Figure 1. Signal wires on met3 (run 1).
Bar = 50 microns.
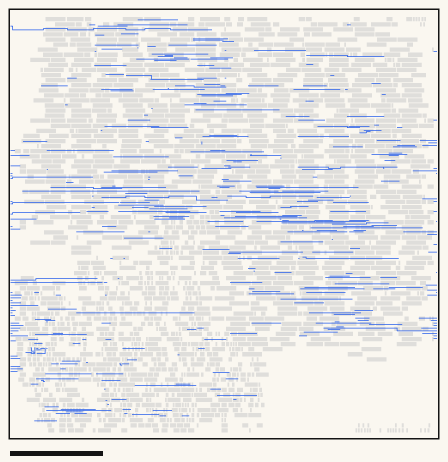
Figure 2. Selected gate families (run 1).
Bar = 50 microns.
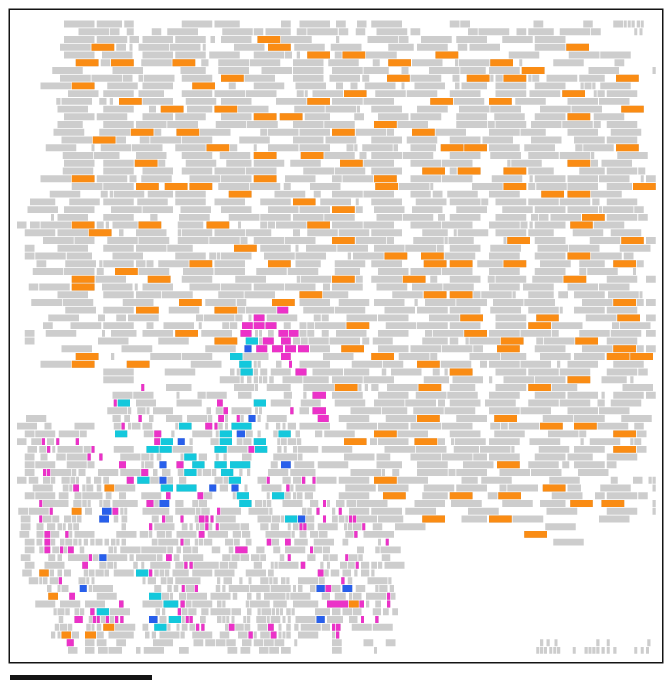
Figure 3. The metal 1 layer (run 1).
Bar = 50 microns. Supply wires on this layer in gray.
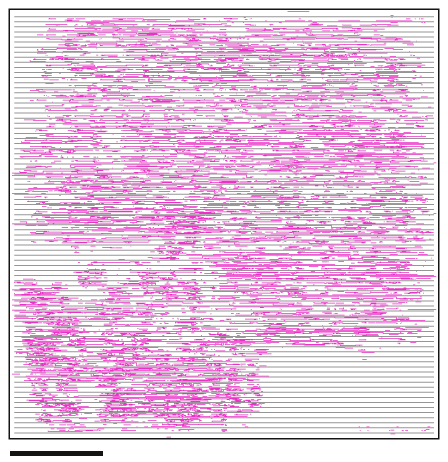
<file path="src/rtl/ram_rd_pkg.sv">
// Shared types and width helpers for the RAM read streamer and its output buffer.
package ram_rd_pkg;

    localparam int unsigned DEF_DATA_WIDTH   = 36;
    localparam int unsigned DEF_ADDR_WIDTH   = 14;
    localparam int unsigned DEF_READ_LATENCY = 11;
    localparam int unsigned DEF_BUF_DEPTH    = 16;

    typedef enum logic [1:0] {
        ST_FLUSH = 2'd0,
        ST_IDLE  = 2'd1,
        ST_ISSUE = 2'd2,
        ST_DRAIN = 2'd3
    } state_t;

    // Bits needed to hold any value 0..max_val inclusive.
    function automatic int unsigned cnt_width(input int unsigned max_val);
        return (max_val < 1) ? 1 : $clog2(max_val + 1);
    endfunction

endpackage

</file>
<file path="src/rtl/stream_fifo_sync.sv">
// Synchronous show-ahead FIFO: head word is visible on data_o whenever valid_o is high.
module stream_fifo_sync
    import ram_rd_pkg::*;
#(
    parameter int unsigned DATA_WIDTH = DEF_DATA_WIDTH,
    parameter int unsigned DEPTH      = DEF_BUF_DEPTH
) (
    input  logic                          clk,
    input  logic                          rst,
    input  logic                          push_i,
    input  logic [DATA_WIDTH-1:0]         data_i,
    input  logic                          pop_i,
    output logic [DATA_WIDTH-1:0]         data_o,
    output logic                          valid_o,
    output logic [cnt_width(DEPTH)-1:0]   count_o
);

    localparam int unsigned CW = cnt_width(DEPTH);
    localparam int unsigned PW = (DEPTH > 1) ? $clog2(DEPTH) : 1;

    logic [DATA_WIDTH-1:0] mem_q [DEPTH];
    logic [PW-1:0]         wr_ptr_q, wr_ptr_d;
    logic [PW-1:0]         rd_ptr_q, rd_ptr_d;
    logic [CW-1:0]         count_q, count_d;
    logic                  do_push, do_pop;

    assign do_pop  = pop_i && (count_q != '0);
    assign do_push = push_i && ((count_q != CW'(DEPTH)) || do_pop);

    // Pointer and occupancy update; pointers wrap at DEPTH, which need not be a power of two.
    always_comb begin
        wr_ptr_d = wr_ptr_q;
        rd_ptr_d = rd_ptr_q;
        count_d  = count_q + CW'(do_push) - CW'(do_pop);
        if (do_push) begin
            wr_ptr_d = (wr_ptr_q == PW'(DEPTH - 1)) ? '0 : wr_ptr_q + PW'(1);
        end
        if (do_pop) begin
            rd_ptr_d = (rd_ptr_q == PW'(DEPTH - 1)) ? '0 : rd_ptr_q + PW'(1);
        end
    end

    always_ff @(posedge clk) begin
        if (rst) begin
            wr_ptr_q <= '0;
            rd_ptr_q <= '0;
            count_q  <= '0;
        end else begin
            wr_ptr_q <= wr_ptr_d;
            rd_ptr_q <= rd_ptr_d;
            count_q  <= count_d;
        end
    end

    always_ff @(posedge clk) begin
        if (do_push) begin
            mem_q[wr_ptr_q] <= data_i;
        end
    end

    assign data_o  = mem_q[rd_ptr_q];
    assign valid_o = (count_q != '0);
    assign count_o = count_q;

endmodule

</file>
<file path="src/rtl/ram_rd_streamer.sv">
// Burst reader for one RAM port: issues credit-limited reads and streams the returned
// words out as valid/ready with a last marker and a completion pulse.
module ram_rd_streamer
    import ram_rd_pkg::*;
#(
    parameter int unsigned DATA_WIDTH   = DEF_DATA_WIDTH,
    parameter int unsigned ADDR_WIDTH   = DEF_ADDR_WIDTH,
    parameter int unsigned READ_LATENCY = DEF_READ_LATENCY,
    parameter int unsigned BUF_DEPTH    = DEF_BUF_DEPTH
) (
    input  logic                  clk,
    input  logic                  rst,
    input  logic                  cmd_valid,
    output logic                  cmd_ready,
    input  logic [ADDR_WIDTH-1:0] cmd_addr,
    input  logic [ADDR_WIDTH:0]   cmd_len,
    output logic                  ram_en,
    output logic                  ram_we,
    output logic [ADDR_WIDTH-1:0] ram_addr,
    output logic [DATA_WIDTH-1:0] ram_din,
    input  logic [DATA_WIDTH-1:0] ram_dout,
    input  logic                  ram_dout_valid,
    output logic                  m_valid,
    input  logic                  m_ready,
    output logic [DATA_WIDTH-1:0] m_data,
    output logic                  m_last,
    output logic                  busy,
    output logic                  done
);

    localparam int unsigned CW = cnt_width(BUF_DEPTH);
    localparam int unsigned SW = CW + 1;
    localparam int unsigned LW = ADDR_WIDTH + 1;
    localparam int unsigned FW = cnt_width(READ_LATENCY);

    state_t                state_q, state_d;
    logic [FW-1:0]         flush_cnt_q, flush_cnt_d;
    logic [ADDR_WIDTH-1:0] addr_q, addr_d;
    logic [LW-1:0]         issued_q, issued_d;
    logic [LW-1:0]         len_q, len_d;
    logic [LW-1:0]         out_cnt_q, out_cnt_d;
    logic [CW-1:0]         outstanding_q, outstanding_d;
    logic                  ram_en_q, ram_en_d;
    logic [ADDR_WIDTH-1:0] ram_addr_q, ram_addr_d;
    logic                  done_q, done_d;
    logic                  cmd_ready_q, cmd_ready_d;
    logic                  busy_q, busy_d;

    logic                  dv_acc;
    logic                  pop;
    logic                  accept;
    logic                  credit_nxt;
    logic [CW-1:0]         fifo_count;
    logic [CW-1:0]         buf_next;

    assign dv_acc = ram_dout_valid && (state_q != ST_FLUSH);
    assign pop    = m_valid && m_ready;
    assign accept = cmd_valid && cmd_ready_q;

    stream_fifo_sync #(
        .DATA_WIDTH (DATA_WIDTH),
        .DEPTH      (BUF_DEPTH)
    ) u_buf (
        .clk     (clk),
        .rst     (rst),
        .push_i  (dv_acc),
        .data_i  (ram_dout),
        .pop_i   (pop),
        .data_o  (m_data),
        .valid_o (m_valid),
        .count_o (fifo_count)
    );

    // ram_en is registered, so the credit test looks at next cycle's outstanding + occupancy.
    always_comb begin
        state_d       = state_q;
        flush_cnt_d   = flush_cnt_q;
        addr_d        = addr_q;
        issued_d      = issued_q;
        len_d         = len_q;
        out_cnt_d     = out_cnt_q;
        ram_en_d      = 1'b0;
        ram_addr_d    = ram_addr_q;
        done_d        = 1'b0;
        outstanding_d = outstanding_q + CW'(ram_en_q) - CW'(dv_acc);
        buf_next      = fifo_count + CW'(dv_acc) - CW'(pop);
        credit_nxt    = (SW'(outstanding_d) + SW'(buf_next)) < SW'(BUF_DEPTH);

        if (pop) begin
            out_cnt_d = out_cnt_q + LW'(1);
        end

        case (state_q)
            ST_FLUSH: begin
                outstanding_d = '0;
                flush_cnt_d   = flush_cnt_q + FW'(1);
                if (flush_cnt_q == FW'(READ_LATENCY - 1)) begin
                    state_d = ST_IDLE;
                end
            end
            ST_IDLE: begin
                if (accept) begin
                    if (cmd_len == '0) begin
                        done_d = 1'b1;
                    end else begin
                        state_d    = ST_ISSUE;
                        len_d      = cmd_len;
                        out_cnt_d  = '0;
                        ram_en_d   = 1'b1;
                        ram_addr_d = cmd_addr;
                        addr_d     = cmd_addr + ADDR_WIDTH'(1);
                        issued_d   = LW'(1);
                    end
                end
            end
            ST_ISSUE: begin
                if (issued_q == len_q) begin
                    state_d = ST_DRAIN;
                end else if (credit_nxt) begin
                    ram_en_d   = 1'b1;
                    ram_addr_d = addr_q;
                    addr_d     = addr_q + ADDR_WIDTH'(1);
                    issued_d   = issued_q + LW'(1);
                end
            end
            ST_DRAIN: begin
                if (pop && m_last) begin
                    state_d = ST_IDLE;
                    done_d  = 1'b1;
                end
            end
            default: begin
                state_d = ST_FLUSH;
            end
        endcase

        cmd_ready_d = (state_d == ST_IDLE);
        busy_d      = (state_d != ST_IDLE);
    end

    always_ff @(posedge clk) begin
        if (rst) begin
            state_q       <= ST_FLUSH;
            flush_cnt_q   <= '0;
            addr_q        <= '0;
            issued_q      <= '0;
            len_q         <= '0;
            out_cnt_q     <= '0;
            outstanding_q <= '0;
            ram_en_q      <= 1'b0;
            ram_addr_q    <= '0;
            done_q        <= 1'b0;
            cmd_ready_q   <= 1'b0;
            busy_q        <= 1'b1;
        end else begin
            state_q       <= state_d;
            flush_cnt_q   <= flush_cnt_d;
            addr_q        <= addr_d;
            issued_q      <= issued_d;
            len_q         <= len_d;
            out_cnt_q     <= out_cnt_d;
            outstanding_q <= outstanding_d;
            ram_en_q      <= ram_en_d;
            ram_addr_q    <= ram_addr_d;
            done_q        <= done_d;
            cmd_ready_q   <= cmd_ready_d;
            busy_q        <= busy_d;
        end
    end

    // Read data with nothing in flight means the RAM side broke its latency contract.
    assert property (@(posedge clk) disable iff (rst) !(dv_acc && (outstanding_q == '0)))
        else $error("ram_rd_streamer: ram_dout_valid with no read outstanding");

    assign cmd_ready = cmd_ready_q;
    assign ram_en    = ram_en_q;
    assign ram_we    = 1'b0;
    assign ram_addr  = ram_addr_q;
    assign ram_din   = '0;
    assign m_last    = m_valid && (out_cnt_q == (len_q - LW'(1)));
    assign busy      = busy_q;
    assign done      = done_q;

endmodule
</file>
<file path="config.mk">
export PLATFORM = sky130hd
export DESIGN_NAME = ram_rd_streamer
export DESIGN_NICKNAME = d
export VERILOG_FILES = /design/src/rtl/ram_rd_pkg.sv /design/src/rtl/stream_fifo_sync.sv /design/src/rtl/ram_rd_streamer.sv
export SDC_FILE = /design/constraint.sdc
export NUM_CORES = 1
export LEC_CHECK = 0
export CAP_MARGIN = 15
export CORE_MARGIN = 2
export CORE_UTILIZATION = 55
export DETAILED_ROUTE_END_ITERATION = 7
export GPL_TIMING_DRIVEN = 1
export PLACE_DENSITY = 0.74
export SETUP_SLACK_MARGIN = 0.1
export SLEW_MARGIN = 25
export SYNTH_ARGS = -nofsm -noshare
export SYNTH_HDL_FRONTEND = slang
export SYNTH_HIERARCHICAL = 1
export SYNTH_SLANG_ARGS = --single-unit
</file>
<file path="constraint.sdc">
create_clock -name clk -period 5.8 [get_ports clk]
set_input_delay 1.16 -clock clk [delete_from_list [all_inputs] [get_ports clk]]
set_output_delay 1.16 -clock clk [all_outputs]
set_load 0.02 [all_outputs]
</file>
==> results.py, run 1 <==
# Flow results
metrics = {
    "power_and_ir_drop": {
        "p_seq_frac": 0.468,
        "top_power_group": "sequential cells",
        "ir_worst_vdd_v": 0.000236,
        "combPwrFrac": 0.174,
        "power.density_nw_per_um2": 366,
    },
    "synthesis": {
        "ys_cells": 1679,
        "ys_types": 71,
        "netlist_instances": 1679,
    },
    "finish": {
        "instances_no_fill": 2556,
        "layout.nets": 1938,
        "fin_area_sq_um": 32200,
    },
    "floorplan": {
        "die_w_microns": 229,
        "chipArea_sq_um": 52600,
    },
    "sta": {
        "slew_headroom": 0.253,
        "rsz0062_at_grt": "false",
        "worst_slack_ns": 0.825,
        "timing.final.crit_period_ns": 4.98,
    },
    "setup_path": {
        "cp-start-kind": "flop",
        "endpoint_kind": "flop",
    },
    "detailed_routing": {
        "vias": 15600,
    },
    "min_path": {
        "hold_end": "addr_q[1]$_SDFFE_PP0P_",
    },
    "outcome": {
        "outcome": "completed",
    },
}
Back to the opening pictures, Figure 1:
longest straight run: 94.8 microns
share of all routed wire: 7.7%
main direction: horizontal

Back to the opening pictures, Figure 2:
| color | family | cells |
|---|---|---|
| orange | multiplexers | 152 |
| magenta | NOR gates | 136 |
| blue | AND-OR and OR-AND gates | 19 |
| cyan | adder and majority cells | 38 |

Back to the opening pictures, Figure 3:
wire length on this layer: 25.1 mm
main direction: horizontal

[run 1: cell usage in the layout, fill, tap and decap left out, drive strengths merged, types with 5 or more instances in the layout]
cell,instances
nor3b,8
xnor2,38
nor2,87
or3,7
nand4,20
clkbuf,95
nor2b,15
nor3,14
clkinv,23
nand3,26
o211ai,9
ha,35
buf,44
edfxtp,576
xor2,31
and3,6
clkdlybuf4s50,124
o21ai,15
nand2b,7
dfxtp,105
a21o,8
nor4,11
a31oi,5
a21oi,65
conb,37
mux4,144
a22oi,77
inv,34
a211oi,19
mux2i,6
or2,5
nand2,127
[run 1: sequential cells by signal, summed over array words and instances (netlist names), 5 cells and up, named ones only]
name / count
issued_q: 15
out_cnt_q: 15
ram_addr: 14
addr_q: 14
u_buf/count_o: 5
u_buf/mem_q: 576
len_q: 15
outstanding_q: 5
[run 1: per-layer routing]
metal  vias to the layer above  GRT usage  share of wire
li1                       6828          -              -
met1                      8030      0.320           0.41
met2                       656      0.383           0.49
met3                        89     0.0447          0.077
met4                         2     0.0735          0.019
met5                         -          0        0.00021
[run 1: cell type report]
class | count | area [sq um]
Sequential cell | 681 | 19400
Fill cell | 3422 | 18000
Multi-Input combinational cell | 877 | 7990
Clock buffer | 95 | 1920
Timing Repair Buffer | 168 | 1640
Tap cell | 672 | 841
Clock inverter | 27 | 236
Inverter | 33 | 124
Antenna cell | 3 | 7.51
[run 1: synthesized netlist by cell type, drive strengths merged, types with 4 or more instances]
master | instances | share of area
a211oi | 19 | 0.0051
a21o | 8 | 0.0022
a21oi | 65 | 0.012
a22oi | 77 | 0.021
a31oi | 5 | 0.0011
a32oi | 4 | 0.0013
and3 | 6 | 0.0013
buf | 76 | 0.019
clkbuf | 48 | 0.0065
dfxtp | 105 | 0.075
edfxtp | 576 | 0.62
ha | 35 | 0.016
inv | 32 | 0.0043
mux2i | 6 | 0.0022
mux4 | 144 | 0.12
nand2 | 127 | 0.017
nand2b | 7 | 0.0016
nand3 | 26 | 0.0047
nand3b | 4 | 0.0011
nand4 | 20 | 0.0045
nor2 | 87 | 0.012
nor2b | 15 | 0.0034
nor3 | 14 | 0.0025
nor3b | 8 | 0.0022
nor4 | 11 | 0.0030
o211ai | 9 | 0.0024
o21ai | 15 | 0.0027
or2 | 5 | 0.0011
or3 | 7 | 0.0016
xnor2 | 38 | 0.012
xor2 | 31 | 0.0097
[run 1: logic make-up after synthesis]
group | count (synthesis)
other | 1
muxes | 152
DFF | 681
xor gates and xnor gates | 69
adders and majority gates | 38
AOI/OAI and AO/OA | 227
and+or+nand+nor | 354
buffers and inverters | 157
[run 1: critical path, cell delays in order (launching register included)]
cell	delay [ns]
dfxtp_1	0.35
inv_1	0.09
ha_1	0.15
or4b_1	0.53
nand2_1	0.22
clkinv_1	0.12
ha_1	0.29
inv_1	0.04
ha_1	0.19
fa_1	0.41
a21o_1	0.17
a21oi_1	0.16
xnor2_1	0.16
ha_1	0.27
or3_1	0.37
o21a_1	0.22
a221oi_4	0.33
buf_4	0.33
nand4_1	0.17
xor2_1	0.20
nor2_1	0.07
==> run 1 -> run 2 <==
PLACE_DENSITY = default   (was 0.74)
PLACE_DENSITY_LB_ADDON = 0.12   (was default)
==> results.py, run 2 <==
# Flow results
metrics = {
    "clocking": {
        "path_clk_slew_ns": 0.06,
    },
    "floorplan": {
        "chipArea_sq_um": 52600,
        "fp-utilization": 0.557,
        "fp-row-count": 82,
        "die_w_microns": 229,
    },
    "sta": {
        "slew_headroom": 0.277,
        "rsz0062_at_grt": "false",
        "timing.final.crit_period_ns": 4.85,
    },
    "finish": {
        "layout.nets": 1935,
        "final_common_cell": "edfxtp_1",
        "largest_reg_flops": 576,
        "top_register": "u_buf/mem_q",
        "synthToLayoutAreaGrowth_pct": 15.4,
        "fillers": 3527,
        "final_util": 0.643,
        "layout_top_cells": "576 x edfxtp_1, 144 x mux4_2, 127 x nand2_1",
        "insertedDiodeCount": 0,
    },
    "setup_path": {
        "path_cells": "inv_1 -> ha_1 -> or4b_1 -> nand2_1 -> clkinv_1 -> ha_1 -> inv_1 -> ha_1 -> fa_1 -> a21o_1 -> a21oi_1 -> xnor2_1 -> ha_1 -> or3_1 -> o21a_1 -> a221o_1 -> buf_4 -> or3_1 -> a21oi_1",
        "cp-start-kind": "flop",
        "path_buffers": 4,
        "critPathMaxStageDelay_ns": 0.50,
        "cp_top_family": "simple AND/OR/NAND/NOR gates",
        "endpoint_kind": "flop",
        "crit_top_cell": "ha_1",
        "slowest_stage": "or4b_1",
        "path_class": "flop to flop",
    },
    "synthesis": {
        "netlist_instances": 1679,
        "ys_top_cells_by_count": "576 x edfxtp_1, 144 x mux4_2, 127 x nand2_1",
        "synth_top_area_share": 0.619,
        "area_leaders": "edfxtp_1 62%, mux4_2 12%, dfxtp_1 7.5%",
        "synth_top_cell_by_count": "edfxtp_1",
        "top_area_cell": "edfxtp_1",
        "ys_cells": 1679,
        "ys_types": 71,
    },
    "power_and_ir_drop": {
        "p_seq_frac": 0.460,
        "power.density_nw_per_um2": 372,
        "ir_worst_vdd_v": 0.000258,
        "combPwrFrac": 0.170,
        "p_int_mw": 9.06,
    },
    "outcome": {
        "outcome": "completed",
    },
    "min_path": {
        "hold_path_depth": 2,
        "hold_end": "addr_q[1]$_SDFFE_PP0P_",
        "min_path_type": "flop to flop",
    },
    "grt": {
        "grt_overflow_total": 0,
        "antenna_found_initial": 1,
    },
    "job": {
        "warning_count": 34,
        "maxCapViolCount": 0,
    },
    "detailed_routing": {
        "vias": 15200,
    },
    "placement": {
        "dp_hpwl_microns": 34500,
    },
}
run 2: stage by stage:
step	instance area [sq um]	instances	setup slack, ns	power [mW]
finish	32200	2555	0.945	12.0
global route	32200	2555	0.696	12.5
CTS	32200	2555	0.894	12.1
detailed placement	30000	2428	0.428	7.69
global placement	30000	2428	0.522	7.65
floorplan	28100	1715	0.775	7.08
run 2: cell families (layout without fill, tap and decap cells):
logic type,after synthesis,after routing,synth area share
xor+xnor,69,69,0.0216
buf+inv,157,325,0.0295
simple gates,354,354,0.0612
flops,681,681,0.695
mux,152,152,0.119
other cells,1,37,0.000134
fa+ha+maj,38,38,0.0178
compound gates,227,227,0.0560
run 2: power by group through the flow:
| stage | combinational (mW) | clock [mW] | sequential, mW |
|---|---|---|---|
| after global placement | 2.04 | 0 | 5.62 |
| final | 2.04 | 4.43 | 5.51 |
| after CTS | 2.08 | 4.51 | 5.52 |
| after floorplan | 1.57 | 0 | 5.51 |
| after global routing | 2.22 | 4.71 | 5.53 |
| after detailed placement | 2.07 | 0 | 5.62 |
run 2: worst min-delay path: stages (launching register included):
cell	delay, ns
dfxtp_1	0.32
nand2_1	0.06
a21oi_1	0.05
run 2: worst max-delay path by stage:
| stage | startpoint | to | slack [ns] | cells past startpoint |
|---|---|---|---|---|
| finish | u_buf/count_o[2]$_SDFF_PP0_ | issued_q[3]$_SDFFE_PP0P_ | 0.95 | 19 |
| global route | u_buf/count_o[2]$_SDFF_PP0_ | issued_q[3]$_SDFFE_PP0P_ | 0.70 | 19 |
| CTS | u_buf/count_o[2]$_SDFF_PP0_ | issued_q[3]$_SDFFE_PP0P_ | 0.89 | 19 |
| detailed placement | m_ready | issued_q[3]$_SDFFE_PP0P_ | 0.43 | 17 |
| global placement | m_ready | issued_q[3]$_SDFFE_PP0P_ | 0.52 | 17 |
| floorplan | u_buf/count_o[3]$_SDFF_PP0_ | ram_addr[10]$_SDFFE_PP0P_ | 0.77 | 20 |
run 2: routing by layer:
metal	wire, microns	vias up	GRT usage
li1	-	6833	-
met1	26200	7855	0.333
met2	29100	439	0.370
met3	3520	85	0.0413
met4	1210	2	0.0666
met5	17	-	0
run 2: final cells by class:
class / instances / area, sq um / area share
clock inverters: 35 / 318 / 0.00986
multi-input cells: 877 / 7990 / 0.248
clock buffers: 92 / 1960 / 0.0608
repair buffers: 165 / 1600 / 0.0495
flip-flops and latches: 681 / 19400 / 0.602
inverters: 33 / 124 / 0.00384
well taps: 672 / 841 / 0.0261
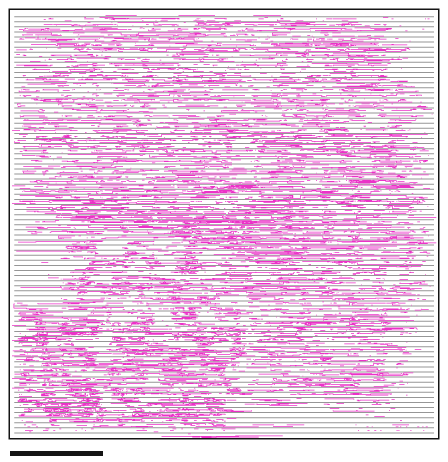
Figure 4: run 2, the metal 1 layer.
Bar = 50 microns. Supply wires on this layer in gray.
main direction: horizontal
share of all routed wire: 44%
wire length on this layer: 26.2 mm

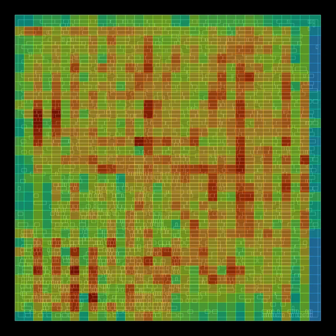
Figure 5: run 2, track usage over the die.
routing usage on met2: 0.370
routing usage on met3: 0.0413
Wirelength per Cell: 23.5 microns
grt peak-use layer: met2

==> run 2 -> run 3 <==
CORE_UTILIZATION = 54   (was 55)
clock period = 4.2 ns   (was 5.8 ns; I/O delays follow)
==> results.py, run 3 <==
# Flow results
metrics = {
    "floorplan": {
        "die_w_microns": 231,
        "die_h_microns": 231,
        "chipArea_sq_um": 53600,
        "fp-utilization": 0.545,
        "fp-row-count": 83,
    },
    "finish": {
        "layout.nets": 1993,
        "largest_reg_flops": 576,
        "insertedDiodeCount": 0,
        "instances_no_fill": 2618,
        "synthToLayoutAreaGrowth_pct": 18.6,
        "top_register": "u_buf/mem_q",
        "final_common_cell": "edfxtp_1",
    },
    "grt": {
        "busiest_layer": "met2",
        "gr-usage-met1": 0.334,
        "antenna_found_initial": 3,
    },
    "synthesis": {
        "compound_area_frac": 0.0560,
        "yosys.area_share.simple": 0.0612,
        "synth_top_area_share": 0.619,
        "synth.cellmix.adderShare": 0.0178,
        "top_area_cell": "edfxtp_1",
        "ys_types": 71,
        "xor_share": 0.0216,
        "synth_area_sq_um": 27900,
        "area_leaders": "edfxtp_1 62%, mux4_2 12%, dfxtp_1 7.5%",
        "postSynthSeqShare": 0.695,
        "synth_top_cell_by_count": "edfxtp_1",
        "synthTopLogicFamily": "multiplexers",
        "mux_area_frac": 0.119,
    },
    "setup_path": {
        "endpoint_kind": "flop",
        "cp-start-kind": "flop",
        "path_class": "flop to flop",
    },
    "power_and_ir_drop": {
        "p_int_mw": 12.7,
        "totalPowerFinal_mw": 16.8,
        "ir_worst_vdd_v": 0.000339,
        "power.density_nw_per_um2": 506,
        "p_seq_frac": 0.449,
    },
    "sta": {
        "slew_headroom": 0.379,
        "timing.final.crit_period_ns": 4.17,
        "rsz0062_at_grt": "true",
    },
    "placement": {
        "dp_hpwl_microns": 36100,
    },
    "job": {
        "warning_count": 37,
        "maxCapViolCount": 0,
    },
    "detailed_routing": {
        "drt-vias-per-instance": 5.93,
        "firstDrtPassIters": 5,
        "vias": 15500,
    },
    "clocking": {
        "path_clk_slew_ns": 0.06,
        "cts_buffer_depth": 3,
    },
    "outcome": {
        "outcome": "completed",
    },
    "min_path": {
        "min_path_type": "flop to flop",
    },
}
-- run 3: cell count changes in the layout (fill, tap and decap cells not counted), moves of 5 or more --
cell	previous run	this run
buf_4	36	75
a211oi_1	19	9
a211oi_2	0	10
buf_12	4	12
buf_6	0	6
clkinv_2	13	8
o21ai_0	14	9
-- run 3: worst paths after layout --
path | start | slack (ns) | endpoint | cells after the start
min reg2reg | addr_q[1]$_SDFFE_PP0P_ | 0.49 | addr_q[1]$_SDFFE_PP0P_ | 2
max | u_buf/count_o[2]$_SDFF_PP0_ | 0.03 | addr_q[7]$_SDFFE_PP0P_ | 22
max reg2reg | u_buf/count_o[2]$_SDFF_PP0_ | 0.03 | addr_q[7]$_SDFFE_PP0P_ | 22
min | addr_q[1]$_SDFFE_PP0P_ | 0.49 | addr_q[1]$_SDFFE_PP0P_ | 2
-- run 3: metal layers --
metal / up-vias / part of all wire
met5: - / 0.00066
met4: 6 / 0.019
met3: 82 / 0.059
met2: 445 / 0.49
met1: 8048 / 0.43
li1: 6943 / -
-- run 3: logic make-up (layout without fill, tap and decap cells) --
group | count (synthesis) | in the layout
fa+ha+maj | 38 | 38
simple gates | 354 | 354
flops | 681 | 681
other cells | 1 | 37
buf+inv | 157 | 380
xor+xnor | 69 | 69
compound gates | 227 | 227
mux | 152 | 152
-- run 3: power by group through the flow --
stage / clock network, mW / registers [mW] / logic (mW)
2_1_floorplan: 0 / 7.61 / 2.24
3_3_place_gp: 0 / 7.67 / 3.08
3_5_place_dp: 0 / 7.68 / 3.11
4_1_cts: 6.23 / 7.54 / 3.16
5_1_grt: 6.50 / 7.54 / 3.39
6_report: 6.11 / 7.53 / 3.12
-- run 3: repair_timing --
action | CTS | global route
gates cloned | 1 | 2
hold buffers | 0 | 0
endpoints found under the setup margin | 44 | 44
buffers inserted | 4 | 3
pin swaps | 12 | 10
hold endpoints to repair | 0 | 0
gates resized | 12 | 16
-- run 3: area by class of cell --
class	count	area (sq um)
flip-flops and latches	681	19400
fillers	3546	18100
multi-input cells	877	8240
repair buffers	222	2210
clock buffers	95	1960
well taps	680	851
clock inverters	30	310
inverters	33	136
-- run 3: per-stage QoR --
step	worst slack, ns	cell area, sq um
floorplan	-0.134	28300
global placement	-0.377	30600
detailed placement	-0.440	30600
CTS	-0.00823	33000
global route	-0.123	33100
finish	0.0275	33100
-- run 3: critical path, cell delays in order (launching register included) --
cell	delay (ns)
dfxtp_2	0.32
inv_2	0.07
ha_4	0.13
or4b_4	0.50
nand2_8	0.10
clkinv_8	0.05
ha_4	0.24
inv_2	0.03
ha_4	0.15
fa_2	0.34
a21o_1	0.17
a21oi_2	0.13
xnor2_1	0.13
ha_1	0.25
or3_4	0.34
o21a_4	0.22
a221oi_4	0.18
buf_6	0.16
buf_12	0.13
buf_6	0.10
nand2_2	0.04
a32oi_1	0.16
a21oi_1	0.09
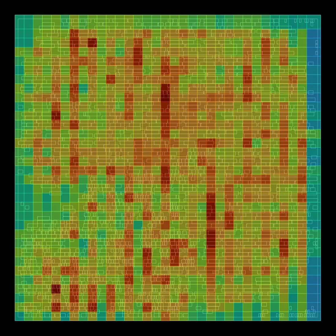
Figure 6: run 3, track usage over the die.
Wirelength per Cell: 23.8 microns
routing usage on met2: 0.383
routing usage on met3: 0.0427

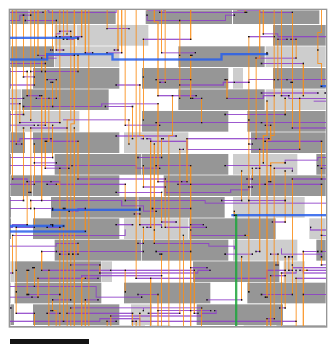
Figure 7: run 3, layout detail.
Bar = 10 microns. Region (154, 38) to (194, 78) microns. Cells in gray, sequential cells in the stronger gray; small squares are vias.
| color | layer |
|---|---|
| green | met4 |
| blue | met3 |
| purple | met1 |
| orange | met2 |
most frequent: edfxtp_1 (33), mux4_2 (7)
netlist names of flops here include: u_buf/mem_q (33)
sequential cells in the window: 33
cells with their middle in the window: 49

No activity file was given, so power comes from the tool's default toggle rates.
